**config.mk**
```make
export PLATFORM = sky130hd
export DESIGN_NAME = svm_feature_packer
export DESIGN_NICKNAME = d
export VERILOG_FILES = /design/src/rtl/svm_pkg.sv /design/src/rtl/svm_lane_packer.sv /design/src/rtl/svm_feature_packer.sv
export SDC_FILE = /design/constraint.sdc
export NUM_CORES = 1
export LEC_CHECK = 0
export CORE_MARGIN = 4
export CORE_UTILIZATION = 32
export DETAILED_ROUTE_END_ITERATION = 6
export PLACE_DENSITY = 0.61
export SYNTH_ARGS = -nofsm -noshare
export SYNTH_HDL_FRONTEND = slang
export SYNTH_SLANG_ARGS = --single-unit
```
**constraint.sdc**
```tcl
create_clock -name clk -period 2.9 [get_ports clk]
set_input_delay 0.29 -clock clk [delete_from_list [all_inputs] [get_ports clk]]
set_output_delay 0.29 -clock clk [all_outputs]
set_load 0.01 [all_outputs]
```
**src/rtl/svm_pkg.sv**
```systemverilog
// Definitions shared by the feature packer and the SVM classifier so both ends agree
// on the FSM encoding and on the feature-vector geometry.
package svm_pkg;

    typedef enum logic {
        FillState  = 1'b0,
        WriteState = 1'b1
    } state_t;

    localparam logic [15:0] PeriodNum = 16'd512;
    localparam logic [7:0]  LocalNum  = 8'd16;

endpackage

```
**src/rtl/svm_lane_packer.sv**
```systemverilog
// 128-bit word register with an 8-bit lane write port and a whole-word clear.
// The clear on every FIFO write is what leaves unfilled lanes zero after a flush.
module svm_lane_packer (
    input  logic         clk,
    input  logic         reset,
    input  logic         wr_en,
    input  logic [3:0]   lane,
    input  logic [7:0]   data,
    input  logic         clear,
    output logic [127:0] word
);

    always_ff @(posedge clk) begin
        if (!reset) begin
            word <= '0;
        end else if (clear) begin
            word <= '0;
        end else if (wr_en) begin
            word[{lane, 3'b000} +: 8] <= data;
        end
    end

endmodule

```
**src/rtl/svm_feature_packer.sv**
```systemverilog
// Packs 8-bit feature samples into 128-bit FIFO words and counts words per object.
// Optional running byte checksum per frame: define SVM_PACKER_CHECKSUM_EN.
module svm_feature_packer
    import svm_pkg::*;
(
    input  logic         clk,
    input  logic         reset,
    input  logic         ce,
    input  logic [7:0]   byte_in,
    input  logic         byte_valid,
    output logic         byte_ready,
    input  logic         flush,
    input  logic         wrfull,
    output logic         wrfifo,
    output logic [127:0] wrdata,
    output logic         frame_done,
    output logic [15:0]  wordcounteroutput,
    output logic [7:0]   localcounteroutput
`ifdef SVM_PACKER_CHECKSUM_EN
    ,
    output logic [31:0]  checksum
`endif
);

    state_t      state;
    logic [7:0]  local_counter;
    logic [15:0] period_counter;
    logic        accept;
    logic        go_write;
    logic        frame_end;

    // Gating with reset keeps the handshake and the write strobe quiet while reset is held.
    assign byte_ready = (state == FillState) & ce & reset;
    assign wrfifo     = (state == WriteState) & ~wrfull & ce & reset;
    assign accept     = byte_valid & byte_ready;

    // A flush that coincides with the 16th byte just closes the full word.
    assign go_write  = byte_ready &
                       ((accept & (local_counter == LocalNum - 8'd1)) |
                        (flush & (accept | (local_counter != 8'd0))));
    assign frame_end = wrfifo & (period_counter == PeriodNum - 16'd1);

    always_ff @(posedge clk) begin
        if (!reset) begin
            state          <= FillState;
            local_counter  <= 8'd0;
            period_counter <= 16'd0;
            frame_done     <= 1'b0;
        end else begin
            frame_done <= 1'b0;
            if (accept) begin
                local_counter <= local_counter + 8'd1;
            end
            if (go_write) begin
                state <= WriteState;
            end
            if (wrfifo) begin
                state          <= FillState;
                local_counter  <= 8'd0;
                period_counter <= frame_end ? 16'd0 : period_counter + 16'd1;
                frame_done     <= frame_end;
            end
        end
    end

    svm_lane_packer u_lane_packer (
        .clk   (clk),
        .reset (reset),
        .wr_en (accept),
        .lane  (local_counter[3:0]),
        .data  (byte_in),
        .clear (wrfifo),
        .word  (wrdata)
    );

    assign wordcounteroutput  = period_counter;
    assign localcounteroutput = local_counter;

`ifdef SVM_PACKER_CHECKSUM_EN
    logic [31:0] running_sum;

    // No byte can be accepted in WriteState, so the frame-end latch never misses one.
    always_ff @(posedge clk) begin
        if (!reset) begin
            running_sum <= 32'd0;
            checksum    <= 32'd0;
        end else if (frame_end) begin
            checksum    <= running_sum;
            running_sum <= 32'd0;
        end else if (accept) begin
            running_sum <= running_sum + {24'd0, byte_in};
        end
    end
`endif

endmodule

```
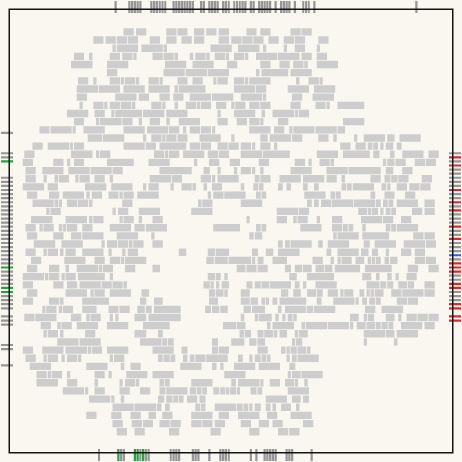
pinout.png
Scale: 3 px per um. Pins as bars across the die edge, other pins in gray.
legend:
  ce:
    color: blue
    pins: 1
    direction: input
    edge: right
  byte_in:
    color: green
    pins: 8
    direction: input
    edge: 4 bottom, 4 left
  wordcounteroutput:
    color: red
    pins: 16
    direction: output
    edge: right

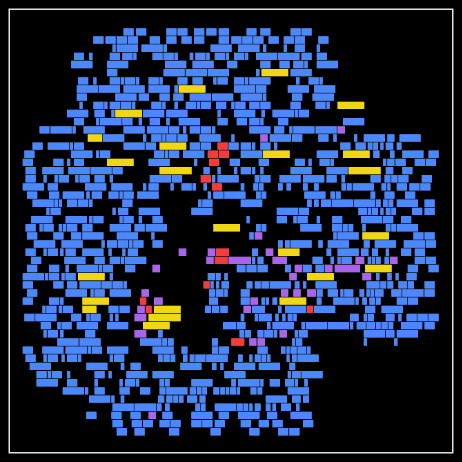
sizing.png
Scale: 3 px per um.
legend:
  x1 and smaller:
    color: blue
    cells: 776
    share: 92%
  x2:
    color: red
    cells: 13
    share: 1.5%
  x3 and x4:
    color: purple
    cells: 31
    share: 3.7%
  x6 and larger:
    color: yellow
    cells: 23
    share: 2.7%
Area Growth Syn to Fin: 42.2%
count of buffers not belonging to the clock network in the layout: 189
post-route cell area: 0.00884 mm^2
smallest setup slack after layout: 0.409 ns

==> flow.log <==
[flow] summary of implementation run
INFO  metric drtIter0Drc = 270
INFO  metric netlist.top_cell.by_area = sky130_fd_sc_hd__dfxtp_1
INFO  metric edf_count = 0
INFO  metric reg2reg_to = u_lane_packer.word[8]
INFO  metric design.portCount = 169
INFO  metric clkSlewWorstSetupHoldPaths = 0.06 ns
INFO  metric width_of_the_die = 147 um
INFO  metric number_of_buffers_added_by_the_clock_tree_synthesis_step = 17
INFO  metric postSynthSeqShare = 0.496
INFO  metric antenna-diode-count = 0
INFO  metric master_of_the_slowest_instance_on_the_critical_path = sky130_fd_sc_hd__nor2_1
INFO  metric worst_case_register_to_register_setup_slack = 0.41 ns
INFO  metric number_of_nets_at_floorplan = 680
INFO  metric share_of_final_layout_standard_cells_stronger_than_drive_strength_1 = 0.0795
INFO  metric synth.yosys.num_cells = 662
INFO  metric clk_latency = 0.43 ns
INFO  metric htree_num_levels = 4
INFO  metric antenna_violating_nets_post_route = 0
INFO  metric final_hold_viol_count = 0
INFO  metric synth-main-ff-cell = sky130_fd_sc_hd__dfxtp_1
INFO  metric holdWs = 0.456 ns
INFO  metric largest_net_degree_at_the_start_of_global_routing = 60
INFO  metric antenna_found_initial = 0
INFO  metric clkSinkCount = 154
INFO  metric timing.critical_path.cells = buf_4 -> o31a_1 -> nor2_1 -> nand4_1 -> buf_4 -> mux2i_1
INFO  metric cellLeakagePower = 3.38 nW
INFO  metric endpoint_kind = flip-flop
INFO  metric core.rowCount = 50
INFO  metric placed_cells = 1071
INFO  metric wire_length_of_the_first_global_routing_pass = 29700 um
INFO  metric area_share_of_the_leading_cell_type_in_the_synthesized_netlist = 0.496
INFO  metric initial_core_util = 0.329
INFO  metric synthesis.instances = 662
INFO  metric grt_setup_unrepaired = no
INFO  metric hp-start = u_lane_packer.word[103]
INFO  metric min_delay_path_depth = 2
INFO  metric chip_area = 0.0217 mm^2
INFO  metric place.detailed.hpwl = 13300 um
INFO  metric worst-slew-pin-transition = 1.03 ns
INFO  metric timing_max_transition_violations_final = 0
INFO  metric placedInstanceArea = 0.00823 mm^2
INFO  metric setup-tns-final = 0 ns
INFO  metric grt.total_usage = 0.174
INFO  metric setup.worst_path.start_class = flip-flop
INFO  metric place.gp.congestion = 0.850
INFO  metric dr_total_vias = 5285
INFO  metric final.min_clock_period = 2.49 ns
INFO  metric clock_tree_from_tritoncts = yes
INFO  metric timing.hold.worst.class = flip-flop to flip-flop
INFO  metric synth.cell_area = 0.00622 mm^2
INFO  metric worst-endpoint-required = 3.20 ns
INFO  metric clock_tree.buffer_depth = 2
INFO  metric timing.rr.start = localcounteroutput[0]
INFO  metric timing_worst_setup_path_type = flip-flop to flip-flop
INFO  metric gr-total-overflow = 0
INFO  metric timing.slew.headroom = 0.309
INFO  metric syn-mean-instance-area = 9.39 um^2
INFO  metric finish.utilization = 0.468
INFO  metric r2r_cells = 6
INFO  metric dieHeight = 147 um
INFO  metric yosysWarnings = 0
INFO  metric finalClockSkew = 0.00853 ns
INFO  metric core_area = 0.0189 mm^2
INFO  metric result_of_the_run = finished clean
INFO  metric cts_post_setup_buffers_inserted = 0
INFO  metric yosys_register_bits = 154
INFO  metric grt_pass1_vias = 5208
INFO  metric worst_path_maximum_fanout = 11
INFO  metric clock.fmax = 0.401 GHz
INFO  metric worst_path_most_repeated_cell = sky130_fd_sc_hd__buf_4
INFO  metric wl_per_cell = 17.1 um
INFO  metric yosys.area_share.adder = 0.00805
INFO  metric yosys-top-cells-area = sky130_fd_sc_hd__dfxtp_1 (50%), sky130_fd_sc_hd__mux2i_1 (17%), sky130_fd_sc_hd__nand2_1 (9.1%)
INFO  metric finalSetupViolations = 0
INFO  metric power-per-cell-area = 524 mW/mm^2
INFO  metric critical_path_arrival = 2.79 ns
INFO  metric async_flop_share = 0
INFO  metric portBuffers = 168
INFO  metric period_used_share = 0.859
INFO  metric cts-resized-gates = 0
INFO  metric mostFrequentLayoutCells = sky130_fd_sc_hd__clkdlybuf4s50_1 (168), sky130_fd_sc_hd__dfxtp_1 (154), sky130_fd_sc_hd__nand2_1 (150)
INFO  metric drt_via_density = 4.79
INFO  metric critical-path-max-stage-delay = 0.82 ns
INFO  metric mux_share = 0.167
INFO  metric ys_sh_aoi = 0.0543
INFO  metric routed_wl = 18800 um
INFO  metric detailedRoute.firstPassIterationCount = 4
INFO  metric timing.hold.worst_endpoint = u_lane_packer.word[103]
INFO  metric fin_nets = 848
INFO  metric max_cap_viol_count = 0
INFO  metric synth_cell_type_count = 48
INFO  metric synthSimpleGateAreaFrac = 0.223
INFO  metric finish.cell_count_without_fillers = 1103
INFO  metric warning_count = 28
INFO  metric ctsHoldBuffers = 0
INFO  metric pre_cts_slack = 0.357 ns
INFO  metric synth_xor_xnor_area_share = 0.0211
INFO  metric report.power.total = 4.63 mW
INFO  metric final_common_cell = sky130_fd_sc_hd__clkdlybuf4s50_1
INFO  metric clockRootBuffer = sky130_fd_sc_hd__clkbuf_16
INFO  metric drc = 0
INFO  metric ir_worst_vdd = 0.415 mV
INFO  metric synth-area-yosys = 0.00622 mm^2
INFO  metric synth.logic.top_family = simple AND/OR/NAND/NOR gates
==> state kept, by name (all words and copies together) (netlist names) <==
signal	cells
frame_done	1
state	1
localcounteroutput	8
wordcounteroutput	16
u_lane_packer.word	128
==> cell usage after synthesis (all sizes together) (4+ instances only) <==
cell type and n:
a21oi 25, nor3 4, and2 4, and3 4
xor2 4, clkbuf 31, nor2b 4, xnor2 11
nand4 21, o21ai 23, o31ai 4, or3 4
buf 9, nor4 7, nand3 31, mux2i 104
ha 4, nor2 32, nand2 150, dfxtp 154
inv 5
==> critical path: cells and delay by family, from the launching register on <==
| kind | cells | cell delay (ns) |
|---|---|---|
| DFF | 1 | 0.37 |
| AOI/OAI and AO/OA | 1 | 0.38 |
| buffers and inverters | 2 | 0.46 |
| muxes | 1 | 0.13 |
| and+or+nand+nor | 2 | 1.04 |
==> worst max path at each step <==
stage                                from  slack, ns                      to
finish              localcounteroutput[0]       0.41   u_lane_packer.word[8]
global route        localcounteroutput[0]       0.25   u_lane_packer.word[8]
CTS                 localcounteroutput[0]       0.41   u_lane_packer.word[8]
detailed placement                     ce       0.36   wordcounteroutput[12]
global placement                    reset       0.40   wordcounteroutput[14]
floorplan           localcounteroutput[0]       0.50  u_lane_packer.word[90]
==> layout make-up <==
type / instances / area, um^2
timing repair buffer: 189 / 1850
multi-input combinational: 463 / 2950
clock inverter: 9 / 140
tap: 260 / 325
fill: 1849 / 10100
sequential: 154 / 3080
clock buffer: 23 / 468
inverter: 5 / 18.8
==> report_power, final <==
| group | switching [mW] | internal (mW) |
|---|---|---|
| combinational | 0.140 | 0.0633 |
| sequential | 0.00486 | 2.12 |
| clock | 0.895 | 1.41 |
==> per-layer routing <==
layer,GRT usage,wire length (um)
met2,0.270,8530
met3,0.0613,1450
met5,0,0
met4,0.0541,278
met1,0.227,8570
Power is estimated from default activity; no workload was simulated.
